Design fetch_unit_flat, sky130hd; sources not shown.
### Wires at chosen ports, followed through buffers

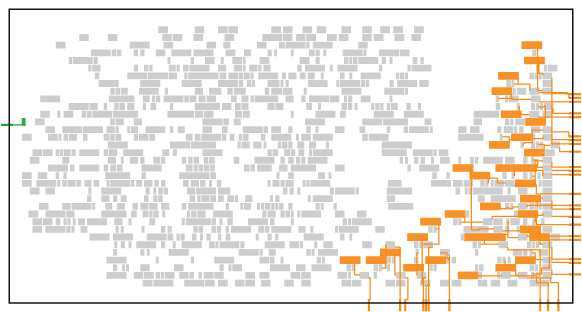
legend:
  bus_instr:
    colour: orange
    bits: 32
    direction: output
    end_cells: 32
    buffers: 32
    wire: 793 um
  bus_fetch_fault:
    colour: green
    bits: 1
    direction: output
    end_cells: 1
    buffers: 0
    wire: 5.00 um
I/O Pins: 168
number of buffer cells added on primary ports: 164

### Routed metal, one colour a layer

Bar = 50 um.
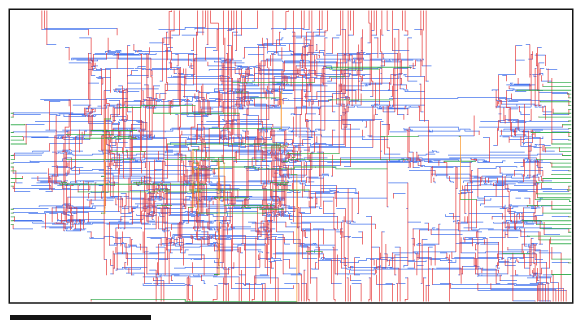
legend:
  met2:
    colour: red
    wire_length: 7790 um
  met3:
    colour: green
    wire_length: 1270 um
  met4:
    colour: orange
    wire_length: 207 um
  met1:
    colour: blue
    wire_length: 8850 um
final routed wirelength across all metal layers: 18100 um
GRT Total Usage: 17.8%
DR WL/cell: 16.8 um
via count: 5476

### Placed standard cells

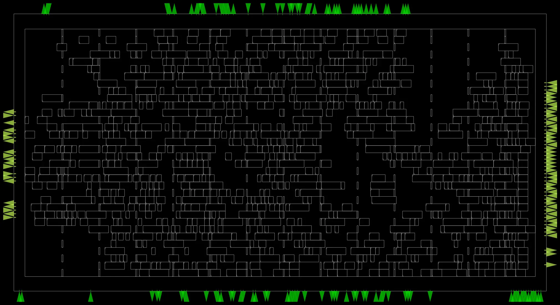
count of fill cells added during filler insertion: 1749
utilization of the core after routing: 45.1%
sequential cell count of the final layout: 132

### Clock wires, drivers and flops

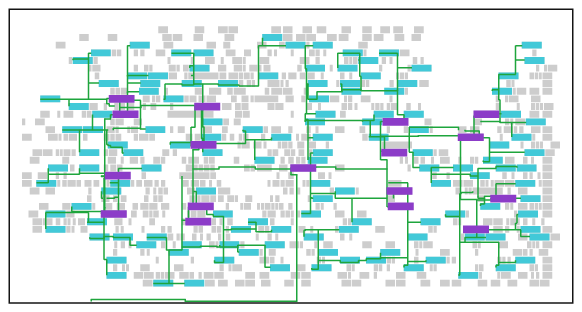
legend:
  clock wires:
    colour: green
    length: 1900 um
  flip-flops:
    colour: cyan
    count: 132
  cells driving clock nets:
    colour: purple
    count: 17
flops lie: spread over the die
clock power share: 47.7%
power attributed to the clock group: 1.34 mW
worst skew pair latency: 0.41 ns

==> highlights.md <==
• count of flip-flops with a built-in enable after synthesis: 0
• Hold Vio Cnt, Final: 0
• post-layout period usage: 67.5%
• chip area line of the yosys report: 5480 um2
• xor-xnor portion of the synthesized cell area: 1.44%
• Hold Crit Depth: 2
• Min-Delay Path Class: register to register
• first-pass GRT wire length: 28700 um
• number of nets in the final layout: 902
• most numerous cell types in the synthesized netlist: sky130_fd_sc_hd__nand2_1, sky130_fd_sc_hd__dfxtp_1, sky130_fd_sc_hd__a21oi_1
• Worst R2R Path Depth: 5
• total gr overflow: 0
• final-report setup violation count: 0
• pin count of the biggest net entering global routing: 71
• run status: completed
• yosys cell count: 690
• vias in the first global route: 5193
• fraction of final layout cells with drive strength greater than 1: 6.40%
• Worst Path Arrival: 3.65 ns
• CTS Hold Bufs: 0
• top post-synthesis cells by area: sky130_fd_sc_hd__dfxtp_1, sky130_fd_sc_hd__nand2_1, sky130_fd_sc_hd__a21oi_1
• highest attainable clock frequency: 0.293 GHz
• leading register cell type out of synthesis: sky130_fd_sc_hd__dfxtp_1
• depth of the CTS H-tree: 4
• die area: 20600 um2
• net count of the mapped netlist: 761
• Total Neg Setup Slack: 0 ns
• per-instance average area after synthesis: 7.94 um2
• actual transition at the worst max-transition pin: 1.07 ns
• areal power density over the cells: 354 nW/um2
• Max rail drop VDD: 0.000221 V
• Clock Root Buffer: sky130_fd_sc_hd__clkbuf_16
• cell-by-cell listing of the critical path: clkdlybuf4s50_1, ha_1, mux2i_1, a221o_1, buf_4, nor2_1, a32oi_1, o21ai_0
• final count of pins violating max slew: 0
• share of synthesized area occupied by flip-flops and latches: 48.2%
• Largest stage delay, worst path: 0.67 ns
• Post-Synthesis Cell Area: 5480 um2
• instance count after placement with tap cells included: 1046
• Mapped Cells: 690
• Startpoint Class: primary input
• dominant combinational cell family by area after synthesis: simple AND/OR/NAND/NOR gates
• cts bufs inserted: 17
• Static Leak: 2.78 nW
• Crit Path Category: primary input to register
• remaining antenna violation count: 0
• final worst path period need: 3.41 ns
• antenna fix cells: 0
• post-detailed-placement cell area: 7320 um2
• count of TritonRoute iterations in the first routing pass: 6
• clock-pin slew reported for the worst setup and hold paths after clock tree synthesis: 0.06 ns
• Site Rows: 34
• Max Cap Viol: 0
• core area: 17700 um2
• Post-Synth Adder-Cell Area: 0.457%
• initial antenna violation count: 0
• kind of capture point of the worst setup path: register
• vias per inst: 5.08
• Iteration-0 DRC Markers: 359
• mux cell area share after synthesis: 1.10%
• Die Height: 104 um
• post-DP HPWL: 12600 um
• post-cts resize count: 0
• required time of the critical path: 5.30 ns
• compound-gate portion of the synthesized area: 18.1%
• CTS tree: yes
• Post CTS Setup Buffer Count: 0
• post-synthesis async set-or-reset flop share: 0%
• flip-flop and latch count after synthesis: 132
• Clock Sink Count: 132
• global placement routability congestion: 0.847
• worst slew margin relative to its limit: 28.3%
• buffer depth of the longest clock path: 2
• crit path max fanout: 21
• area share, top type: 48.2%
## per-layer routing
metal / GRT usage (%) / share of wire [%] / vias to the layer above
li1: - / - / 2697
met5: - / 0 / -
met2: 25.4 / 43 / 179
met4: 4.68 / 1.1 / 0
met3: 3.21 / 7.0 / 18
met1: 25.9 / 49 / 2582
## metrics by stage
stage / hold slack [ns] / setup WS [ns] / util [%] / power [mW]
global route: 0.424 / 1.50 / 45.1 / 2.93
CTS: 0.406 / 1.69 / 45.1 / 2.85
floorplan: 0.386 / 1.58 / - / 1.31
global placement: 0.392 / 1.33 / 41.4 / 1.50
finish: 0.402 / 1.64 / 45.1 / 2.82
detailed placement: 0.398 / 1.29 / 41.4 / 1.50
## placed cells by master, fill, tap and decap left out, types with 3 or more instances in the layout
cell,synthesis,routed
sky130_fd_sc_hd__and3_1,11,11
sky130_fd_sc_hd__a21oi_1,85,85
sky130_fd_sc_hd__inv_1,6,6
sky130_fd_sc_hd__clkdlybuf4s50_1,0,163
sky130_fd_sc_hd__or3_1,3,3
sky130_fd_sc_hd__o41ai_1,4,4
sky130_fd_sc_hd__bufinv_16,0,4
sky130_fd_sc_hd__o21ai_0,30,30
sky130_fd_sc_hd__nor2_1,35,34
sky130_fd_sc_hd__dfxtp_1,132,132
sky130_fd_sc_hd__a21boi_0,3,3
sky130_fd_sc_hd__nand4_1,11,11
sky130_fd_sc_hd__xor2_1,5,5
sky130_fd_sc_hd__buf_4,1,11
sky130_fd_sc_hd__clkbuf_16,0,17
sky130_fd_sc_hd__o21a_1,3,3
sky130_fd_sc_hd__nor4_1,8,7
sky130_fd_sc_hd__nand2b_1,3,3
sky130_fd_sc_hd__a21o_1,4,4
sky130_fd_sc_hd__a31o_2,4,4
sky130_fd_sc_hd__or4_1,6,6
sky130_fd_sc_hd__a211oi_1,7,7
sky130_fd_sc_hd__a31oi_1,9,9
sky130_fd_sc_hd__nand2_1,169,169
sky130_fd_sc_hd__clkinv_4,0,4
sky130_fd_sc_hd__and4_1,4,4
sky130_fd_sc_hd__nor3_1,23,23
sky130_fd_sc_hd__inv_6,0,3
sky130_fd_sc_hd__and2_1,8,8
sky130_fd_sc_hd__nand3_1,23,22
sky130_fd_sc_hd__o31a_1,3,3
sky130_fd_sc_hd__xnor2_1,4,4
sky130_fd_sc_hd__nor2b_1,3,3
sky130_fd_sc_hd__mux2i_1,6,6
## power by group
part	leakage [nW]	total, mW	internal, mW	switching (mW)
Combinational	1.40	0.326	0.163	0.163
Sequential	1.08	1.15	1.10	0.0535
Clock	0.307	1.34	0.846	0.498
Total	2.78	2.82	2.11	0.715
## worst min-delay path: cells and delay by family (launching register included)
| family | cells | cell delay (ns) |
|---|---|---|
| and+or+nand+nor | 1 | 0.05 |
| DFF | 1 | 0.30 |
| AOI/OAI and AO/OA | 1 | 0.05 |
## cell type report
type	count	area (um2)	area share, %
sequential	132	2640	33.2
clock inverter	14	201	2.53
inverter	8	30.0	0.377
clock buffer	18	439	5.52
multi-input combinational	498	2640	33.1
tap	234	293	3.68
timing repair buffer	174	1710	21.5
Power is estimated from default activity; no workload was simulated.
